`src/rtl/instr_mem_pkg.sv`:
```
// ---------------------------------------------------------------------------
// instr_mem_pkg
// Shared types and defaults for the synchronous instruction memory slice.
//   imem_state_t      : operating mode of the memory (LOAD / RUN / DRAIN)
//   NOP_WORD_DEFAULT  : instruction word substituted on a fetch error
// ---------------------------------------------------------------------------
package instr_mem_pkg;

    typedef enum logic [1:0] {
        LOAD  = 2'd0,
        RUN   = 2'd1,
        DRAIN = 2'd2
    } imem_state_t;

    localparam logic [31:0] NOP_WORD_DEFAULT = 32'h0000_0000;

endpackage

```
`src/rtl/instr_mem_sync_if.sv`:
```
// ---------------------------------------------------------------------------
// instr_mem_sync_if
// Bundles the program-load port, the fetch request port and the fetch
// response port of instr_mem_sync.
//   master : loader / fetch stage side (drives requests, consumes responses)
//   slave  : memory side
// Load   : ld_en, ld_valid, ld_addr, ld_data -> ld_ready, ld_err, ld_count
// Fetch  : fetch_req, fetch_addr -> fetch_ready
// Resp   : instr_valid, instr, instr_addr, instr_err <- instr_ready
// Status : mode_run
// ---------------------------------------------------------------------------
interface instr_mem_sync_if #(
    parameter int ADDR_W = 15,
    parameter int DATA_W = 32
);

    logic              ld_en;
    logic              ld_valid;
    logic [ADDR_W-1:0] ld_addr;
    logic [DATA_W-1:0] ld_data;
    logic              ld_ready;
    logic              ld_err;
    logic [ADDR_W:0]   ld_count;

    logic              fetch_req;
    logic [ADDR_W-1:0] fetch_addr;
    logic              fetch_ready;

    logic              instr_valid;
    logic              instr_ready;
    logic [DATA_W-1:0] instr;
    logic [ADDR_W-1:0] instr_addr;
    logic              instr_err;

    logic              mode_run;

    modport master (
        output ld_en, ld_valid, ld_addr, ld_data,
        output fetch_req, fetch_addr, instr_ready,
        input  ld_ready, ld_err, ld_count,
        input  fetch_ready, instr_valid, instr, instr_addr, instr_err,
        input  mode_run
    );

    modport slave (
        input  ld_en, ld_valid, ld_addr, ld_data,
        input  fetch_req, fetch_addr, instr_ready,
        output ld_ready, ld_err, ld_count,
        output fetch_ready, instr_valid, instr, instr_addr, instr_err,
        output mode_run
    );

endinterface

```
`src/rtl/imem_array.sv`:
```
// ---------------------------------------------------------------------------
// imem_array
// DEPTH x DATA_W instruction storage with a per-word "written" flag.
// One synchronous write port and one synchronous read port. The read port
// substitutes NOP_WORD and raises rd_err when the address is out of range or
// the word was never written; the read register holds while rd_en is low.
//   clk, rst_n       : clock, asynchronous active-low reset (flags, read reg)
//   wr_en/addr/data  : write strobe, word address, word
//   wr_oob           : combinational, wr_addr >= DEPTH (write is dropped)
//   rd_en/addr       : read strobe, word address
//   rd_data, rd_err  : registered read word and error flag
// ---------------------------------------------------------------------------
module imem_array
    import instr_mem_pkg::*;
#(
    parameter int                ADDR_W   = 15,
    parameter int                DEPTH    = 32,
    parameter int                DATA_W   = 32,
    parameter logic [DATA_W-1:0] NOP_WORD = DATA_W'(NOP_WORD_DEFAULT)
) (
    input  logic              clk,
    input  logic              rst_n,
    input  logic              wr_en,
    input  logic [ADDR_W-1:0] wr_addr,
    input  logic [DATA_W-1:0] wr_data,
    output logic              wr_oob,
    input  logic              rd_en,
    input  logic [ADDR_W-1:0] rd_addr,
    output logic [DATA_W-1:0] rd_data,
    output logic              rd_err
);

    localparam int              IDX_W   = (DEPTH > 1) ? $clog2(DEPTH) : 1;
    localparam logic [ADDR_W:0] DEPTH_L = (ADDR_W + 1)'(DEPTH);

    logic [DATA_W-1:0] mem [DEPTH];
    logic [DEPTH-1:0]  wr_flag;

    logic              wr_in_range;
    logic              rd_in_range;
    logic              rd_hit;
    logic [IDX_W-1:0]  wr_idx;
    logic [IDX_W-1:0]  rd_idx;

    // Compare with one extra bit so DEPTH == 2^ADDR_W is representable.
    assign wr_in_range = {1'b0, wr_addr} < DEPTH_L;
    assign rd_in_range = {1'b0, rd_addr} < DEPTH_L;
    assign wr_idx      = wr_addr[IDX_W-1:0];
    assign rd_idx      = rd_addr[IDX_W-1:0];
    assign wr_oob      = !wr_in_range;
    assign rd_hit      = rd_in_range && wr_flag[rd_idx];

    // Storage is deliberately not reset; the flags decide what is trusted.
    always_ff @(posedge clk) begin
        if (wr_en && wr_in_range) begin
            mem[wr_idx] <= wr_data;
        end
    end

    // Flags are sticky across reloads; only reset clears them.
    always_ff @(posedge clk or negedge rst_n) begin
        if (!rst_n) begin
            wr_flag <= '0;
        end else if (wr_en && wr_in_range) begin
            wr_flag[wr_idx] <= 1'b1;
        end
    end

    // Read stage boundary: word and error registered on accept only.
    always_ff @(posedge clk or negedge rst_n) begin
        if (!rst_n) begin
            rd_data <= NOP_WORD;
            rd_err  <= 1'b0;
        end else if (rd_en) begin
            rd_data <= rd_hit ? mem[rd_idx] : NOP_WORD;
            rd_err  <= !rd_hit;
        end
    end

endmodule

```
`src/rtl/instr_mem_sync.sv`:
```
// ---------------------------------------------------------------------------
// instr_mem_sync
// Synchronous-read instruction memory between the program loader and the
// fetch stage. A LOAD/RUN/DRAIN mode machine makes loading and fetching
// mutually exclusive, so no write-to-read bypass is needed.
//   clk   : single clock, rising edge
//   rst_n : asynchronous active-low reset
//   bus   : instr_mem_sync_if.slave (load port, fetch port, response port,
//           mode_run status)
// ---------------------------------------------------------------------------
module instr_mem_sync
    import instr_mem_pkg::*;
#(
    parameter int                ADDR_W   = 15,
    parameter int                DEPTH    = 32,
    parameter int                DATA_W   = 32,
    parameter logic [DATA_W-1:0] NOP_WORD = DATA_W'(NOP_WORD_DEFAULT)
) (
    input  logic             clk,
    input  logic             rst_n,
    instr_mem_sync_if.slave  bus
);

    localparam logic [ADDR_W:0] LD_MAX = {1'b1, {ADDR_W{1'b0}}};

    imem_state_t       state_q;
    imem_state_t       state_d;
    logic              ld_rdy;
    logic              fetch_rdy;
    logic              ld_wr;
    logic              ld_oob;
    logic              fetch_fire;
    logic              enter_load;

    logic              vld_p1;
    logic [ADDR_W-1:0] addr_p1;
    logic [DATA_W-1:0] rd_data_p1;
    logic              rd_err_p1;

    logic [ADDR_W:0]   ld_count_q;
    logic              ld_err_q;

    always_ff @(posedge clk or negedge rst_n) begin
        if (!rst_n) begin
            state_q <= LOAD;
        end else begin
            state_q <= state_d;
        end
    end

    always_comb begin
        state_d   = state_q;
        ld_rdy    = 1'b0;
        fetch_rdy = 1'b0;
        case (state_q)
            LOAD: begin
                ld_rdy = 1'b1;
                // A write presented this cycle completes before leaving.
                if (!bus.ld_en && !bus.ld_valid) begin
                    state_d = RUN;
                end
            end
            RUN: begin
                fetch_rdy = !vld_p1 || bus.instr_ready;
                if (bus.ld_en) begin
                    state_d = DRAIN;
                end
            end
            DRAIN: begin
                if (!vld_p1 || bus.instr_ready) begin
                    state_d = LOAD;
                end
            end
            default: begin
                state_d = LOAD;
            end
        endcase
    end

    assign ld_wr      = ld_rdy && bus.ld_valid;
    assign fetch_fire = fetch_rdy && bus.fetch_req;
    assign enter_load = (state_q != LOAD) && (state_d == LOAD);

    // Load accounting: count accepted words, pulse on dropped addresses.
    always_ff @(posedge clk or negedge rst_n) begin
        if (!rst_n) begin
            ld_count_q <= '0;
            ld_err_q   <= 1'b0;
        end else begin
            ld_err_q <= ld_wr && ld_oob;
            if (enter_load) begin
                ld_count_q <= '0;
            end else if (ld_wr && !ld_oob && (ld_count_q != LD_MAX)) begin
                ld_count_q <= ld_count_q + 1'b1;
            end
        end
    end

    imem_array #(
        .ADDR_W   (ADDR_W),
        .DEPTH    (DEPTH),
        .DATA_W   (DATA_W),
        .NOP_WORD (NOP_WORD)
    ) u_array (
        .clk     (clk),
        .rst_n   (rst_n),
        .wr_en   (ld_wr),
        .wr_addr (bus.ld_addr),
        .wr_data (bus.ld_data),
        .wr_oob  (ld_oob),
        .rd_en   (fetch_fire),
        .rd_addr (bus.fetch_addr),
        .rd_data (rd_data_p1),
        .rd_err  (rd_err_p1)
    );

    // Response stage boundary: valid and address travel with the array's
    // registered word; a same-cycle consume and accept keeps valid high.
    always_ff @(posedge clk or negedge rst_n) begin
        if (!rst_n) begin
            vld_p1  <= 1'b0;
            addr_p1 <= '0;
        end else if (fetch_fire) begin
            vld_p1  <= 1'b1;
            addr_p1 <= bus.fetch_addr;
        end else if (bus.instr_ready) begin
            vld_p1  <= 1'b0;
        end
    end

    assign bus.ld_ready    = ld_rdy;
    assign bus.ld_err      = ld_err_q;
    assign bus.ld_count    = ld_count_q;
    assign bus.fetch_ready = fetch_rdy;
    assign bus.instr_valid = vld_p1;
    assign bus.instr       = rd_data_p1;
    assign bus.instr_addr  = addr_p1;
    assign bus.instr_err   = rd_err_p1;
    assign bus.mode_run    = (state_q == RUN);

endmodule

```
`src/flat_wrapper.sv`:
```
// flat-port wrapper written by rule: the top's interface ports become plain ports
module instr_mem_sync_flat import instr_mem_pkg::*;
#(
    parameter int                ADDR_W   = 15,
    parameter int                DEPTH    = 32,
    parameter int                DATA_W   = 32,
    parameter logic [DATA_W-1:0] NOP_WORD = DATA_W'(NOP_WORD_DEFAULT)
)
  (clk, rst_n, bus_ld_en, bus_ld_valid, bus_ld_addr, bus_ld_data, bus_fetch_req, bus_fetch_addr, bus_instr_ready, bus_ld_ready, bus_ld_err, bus_ld_count, bus_fetch_ready, bus_instr_valid, bus_instr, bus_instr_addr, bus_instr_err, bus_mode_run);
  instr_mem_sync_if #(.ADDR_W(ADDR_W), .DATA_W(DATA_W)) bus_i ();
  input  logic clk;
  input  logic rst_n;
  input wire logic [$bits(bus_i.ld_en)-1:0] bus_ld_en;
  input wire logic [$bits(bus_i.ld_valid)-1:0] bus_ld_valid;
  input wire logic [$bits(bus_i.ld_addr)-1:0] bus_ld_addr;
  input wire logic [$bits(bus_i.ld_data)-1:0] bus_ld_data;
  input wire logic [$bits(bus_i.fetch_req)-1:0] bus_fetch_req;
  input wire logic [$bits(bus_i.fetch_addr)-1:0] bus_fetch_addr;
  input wire logic [$bits(bus_i.instr_ready)-1:0] bus_instr_ready;
  output wire logic [$bits(bus_i.ld_ready)-1:0] bus_ld_ready;
  output wire logic [$bits(bus_i.ld_err)-1:0] bus_ld_err;
  output wire logic [$bits(bus_i.ld_count)-1:0] bus_ld_count;
  output wire logic [$bits(bus_i.fetch_ready)-1:0] bus_fetch_ready;
  output wire logic [$bits(bus_i.instr_valid)-1:0] bus_instr_valid;
  output wire logic [$bits(bus_i.instr)-1:0] bus_instr;
  output wire logic [$bits(bus_i.instr_addr)-1:0] bus_instr_addr;
  output wire logic [$bits(bus_i.instr_err)-1:0] bus_instr_err;
  output wire logic [$bits(bus_i.mode_run)-1:0] bus_mode_run;
  assign bus_i.ld_en = bus_ld_en;
  assign bus_i.ld_valid = bus_ld_valid;
  assign bus_i.ld_addr = bus_ld_addr;
  assign bus_i.ld_data = bus_ld_data;
  assign bus_i.fetch_req = bus_fetch_req;
  assign bus_i.fetch_addr = bus_fetch_addr;
  assign bus_i.instr_ready = bus_instr_ready;
  assign bus_ld_ready = bus_i.ld_ready;
  assign bus_ld_err = bus_i.ld_err;
  assign bus_ld_count = bus_i.ld_count;
  assign bus_fetch_ready = bus_i.fetch_ready;
  assign bus_instr_valid = bus_i.instr_valid;
  assign bus_instr = bus_i.instr;
  assign bus_instr_addr = bus_i.instr_addr;
  assign bus_instr_err = bus_i.instr_err;
  assign bus_mode_run = bus_i.mode_run;
  instr_mem_sync #(.ADDR_W(ADDR_W), .DEPTH(DEPTH), .DATA_W(DATA_W), .NOP_WORD(NOP_WORD)) u_core (.clk(clk), .rst_n(rst_n), .bus(bus_i));
endmodule
```
`config.mk`:
```
export PLATFORM = sky130hd
export DESIGN_NAME = instr_mem_sync_flat
export DESIGN_NICKNAME = d
export VERILOG_FILES = /design/src/rtl/instr_mem_pkg.sv /design/src/rtl/instr_mem_sync_if.sv /design/src/rtl/imem_array.sv /design/src/rtl/instr_mem_sync.sv /design/src/flat_wrapper.sv
export SDC_FILE = /design/constraint.sdc
export NUM_CORES = 1
export LEC_CHECK = 0
export CORE_ASPECT_RATIO = 1.5
export CORE_MARGIN = 10
export CORE_UTILIZATION = 34
export CTS_BUF_LIST = sky130_fd_sc_hd__clkbuf_4
export CTS_CLUSTER_DIAMETER = 60
export CTS_CLUSTER_SIZE = 25
export DETAILED_ROUTE_END_ITERATION = 10
export HOLD_SLACK_MARGIN = 0.03
export SLEW_MARGIN = 5
export SYNTH_ARGS = -nofsm -noshare
export SYNTH_HDL_FRONTEND = slang
export SYNTH_SLANG_ARGS = --single-unit
```
`constraint.sdc`:
```
create_clock -name clk -period 9.49 [get_ports clk]
set_input_delay 2.3725 -clock clk [delete_from_list [all_inputs] [get_ports clk]]
set_output_delay 2.3725 -clock clk [all_outputs]
set_load 0.05 [all_outputs]
```
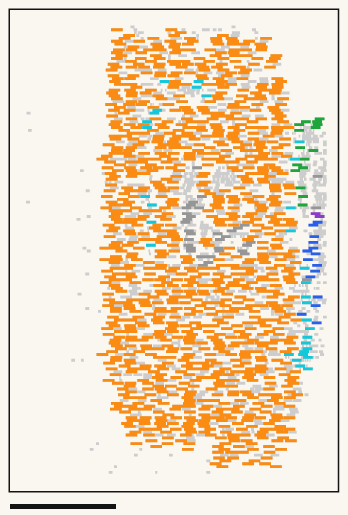
**Above:** register map, names as in the netlist.
Bar = 100 um. Other sequential cells in the stronger grey, the rest of the logic in the fainter grey.
legend:
  purple:
    netlist_name: `u_core.state_q`
    placed_flops: 2
  cyan:
    netlist_name: `u_core.u_array.rd_data`
    placed_flops: 32
  green:
    netlist_name: `u_core.bus.ld_count`
    placed_flops: 16
  orange:
    netlist_name: `u_core.u_array.mem`
    placed_flops: 1024
  blue:
    netlist_name: `u_core.bus.instr_addr`
    placed_flops: 15
    where: right middle
not coloured: 35
fraction of area in registers: 70.4%
Final Util: 37.7%

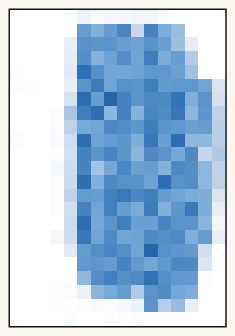
**Above:** local utilization.
16 x 23 tiles, from white (low) to dark blue (high), 0 to 100% covered.
mean over tiles: 32%
fullest tile: 80%
emptiest ninth of the die: bottom left
densest ninth of the die: middle
tiles over 75% full: 1.6%
nearly empty tiles: 32%
Init Core Util: 34.3%
core area: 125000 um2

==> changes_impl.md <==
### Implementation results

- RePlAce Congestion: roughly 0.78
- CTS tree: yes
- Net Count, Synth: 1917
- Top Layout Cells: edfxtp_1, mux4_2, clkdlybuf4s50_1
- DP HPWL: between 50 and 60 mm
- Fraction of registers with async set/reset: 8.90%
- Fin Setup TNS: 0 ns
- H-tree level count: 2
- Total number of vias: 19019
- Crit-path most repeated cell: clkdlybuf4s50_1
- Post-synth top flop: edfxtp_1
- Worst setup SP type: input pin
- Hold Buf Count CTS: 0
- Final hold slack: approximately 0.5 ns
- TritonCTS sink count: between 1000 and 1500
- Reg clk slew, reported paths: around 0.22 ns
- CP max stage cell: clkdlybuf4s50_1
- Crit path DAT: slightly below 4 ns
- Maximum VDD drop: slightly above 0.08 mV
- Logic area: 9490 um2
- HP Start: u_core.u_array.wr_flag[15]
- Deepest clock path buffer count: 3
- Leakage: about 15 nW
- Post-synthesis cell count: around 1800
- WP buf/inv: 2
- Sw Ratio: approximately 22%
- Count of pins over their slew limit: 0
- Fmax achieved: ~0.16 GHz
- CP delay by family, top: buffers and inverters
- Crit-path cells: clkdlybuf4s50_1 > nand2b_1 > and2_1 > clkdlybuf4s50_1
- Reg power frac: between 60% and 70%
- WHS Path Cells: 1
- Worst Tran Pin Value: 1.36 ns
- HP Class: reg2reg
- Tot Pwr: 0.00783 W
- Tmin final: around 6.3 ns
- #FFs+latches synth: ~1100
- Top cells by area: edfxtp_1, mux4_2, dfrtp_1, mux2i_1, nor2_1
- Status: finished, final reports clean
- DRC violations left: 0
- Worst r2r dst: u_core.u_array.mem[3][13]
- Clk latency late pin: around 1 ns
- Vias in the first global route: a little over 20000
- Worst Reg-to-Reg Cells: 4
- WS Path Type: in2out
- DIE HEIGHT: ~460 um
- Req. time, crit path: approximately 7.1 ns
- Pin count of the biggest net entering global routing: approximately 120
- DRC violation total after the first TritonRoute iteration: between 1500 and 2000
- Final WL: slightly below 100 mm
- Drt first pass iters: 5
- Synthesized cell area: between 40000 and 50000 um2
- Unrepaired setup endpoints after global routing: no
- Distinct lib cells: approximately 43
- Avg Cell Area, Syn: ~23 um2
- Flip-flops with a built-in enable: 1024
- Top cell excl fill/tap: edfxtp_1
- Nets: 2059
- CTS root buffer: clkbuf_4
- Tool warnings: 30
- Max_slew headroom: 8.67%
- Vias per cell: ~5.2
- Share of layout cells above drive strength 1: a little over a quarter
- Crit. End Element: output pin
- Synth area leader: edfxtp_1
- Initial antenna violation count: 9
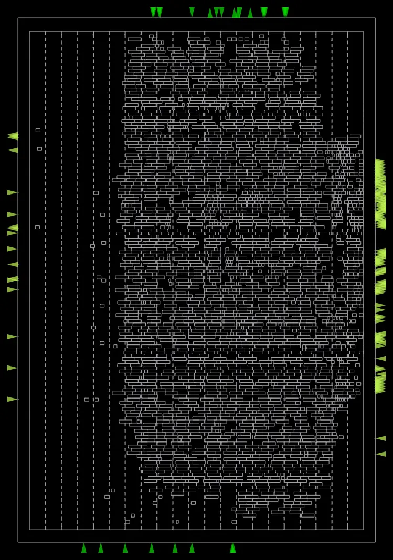
**Above:** placement view.
Non-Filler Instances: 3641
Tapcells: 1610
Fillers: 11160
Core Rows: 159

-- flip-flops by register name, indices dropped and copies added (netlist names) --
register	cells
u_core.bus.instr_addr	15
u_core.bus.instr_valid	1
u_core.bus.ld_count	16
u_core.bus.ld_err	1
u_core.state_q	2
u_core.u_array.mem	1024
u_core.u_array.rd_data	32
u_core.u_array.rd_err	1
u_core.u_array.wr_flag	32
-- metal layers --
metal	GRT usage, %	vias up	share of wire (%)	routed length (um)
met5	0	-	0.060	59
met4	2.96	12	1.6	1630
met3	2.21	90	5.4	5340
met2	24.7	519	53	51900
met1	17.8	10389	40	39700
li1	-	8009	-	-
-- cells in the mapped netlist, types with 11 or more instances --
cell type / number
or2_2: 24
nor2_1: 57
mux4_2: 327
clkbuf_1: 44
buf_2: 31
edfxtp_1: 1024
nand3_1: 11
mux2_2: 15
o21ai_1: 31
dfrtp_1: 100
nand2_1: 42
mux2i_1: 32
nor4_1: 12
-- through the flow --
step	cells	util, %	area, um2
floorplan	1847	-	42900
global route	3641	37.7	47300
detailed placement	3543	37.1	46500
CTS	3637	37.7	47200
global placement	3542	37.1	46500
finish	3641	37.7	47300
-- worst max-delay path by stage --
stage                    startpoint                        end  slack [ns]
floorplan            bus_ld_addr[7]  u_core.u_array.mem[13][0]        4.14
global placement    bus_instr_ready            bus_fetch_ready        3.16
detailed placement  bus_instr_ready            bus_fetch_ready        3.17
CTS                 bus_instr_ready            bus_fetch_ready        3.16
global route        bus_instr_ready            bus_fetch_ready        3.09
finish              bus_instr_ready            bus_fetch_ready        3.17
-- logic make-up (layout without fill, tap and decap cells) --
family | Yosys count | count (layout) | synth area share, %
DFF | 1124 | 1124 | 77.4
muxes | 374 | 374 | 18.3
and+or+nand+nor | 185 | 185 | 2.15
buffers and inverters | 97 | 279 | 1.07
AOI/OAI and AO/OA | 51 | 51 | 0.714
xor gates and xnor gates | 14 | 14 | 0.286
adders and majority gates | 2 | 2 | 0.0583
other | 0 | 2 | 0
-- power groups by stage --
stage          clock (W)  combinational, W  sequential [W]
2_1_floorplan          0          0.000259         0.00561
3_3_place_gp           0          0.000574         0.00554
3_5_place_dp           0          0.000587         0.00554
4_1_cts          0.00189          0.000587         0.00543
5_1_grt          0.00205          0.000611         0.00543
6_report         0.00183          0.000573         0.00543
-- area by class of cell --
type | count | share of cell area, %
Sequential cell | 1124 | 70.4
Antenna cell | 2 | 0.0106
Tap cell | 1610 | 4.26
Clock inverter | 10 | 0.206
Inverter | 7 | 0.0556
Timing Repair Buffer | 178 | 3.70
Multi-Input combinational cell | 626 | 20.1
Clock buffer | 84 | 1.33
Power figures rest on the tool's default switching activity, not on a simulated workload.
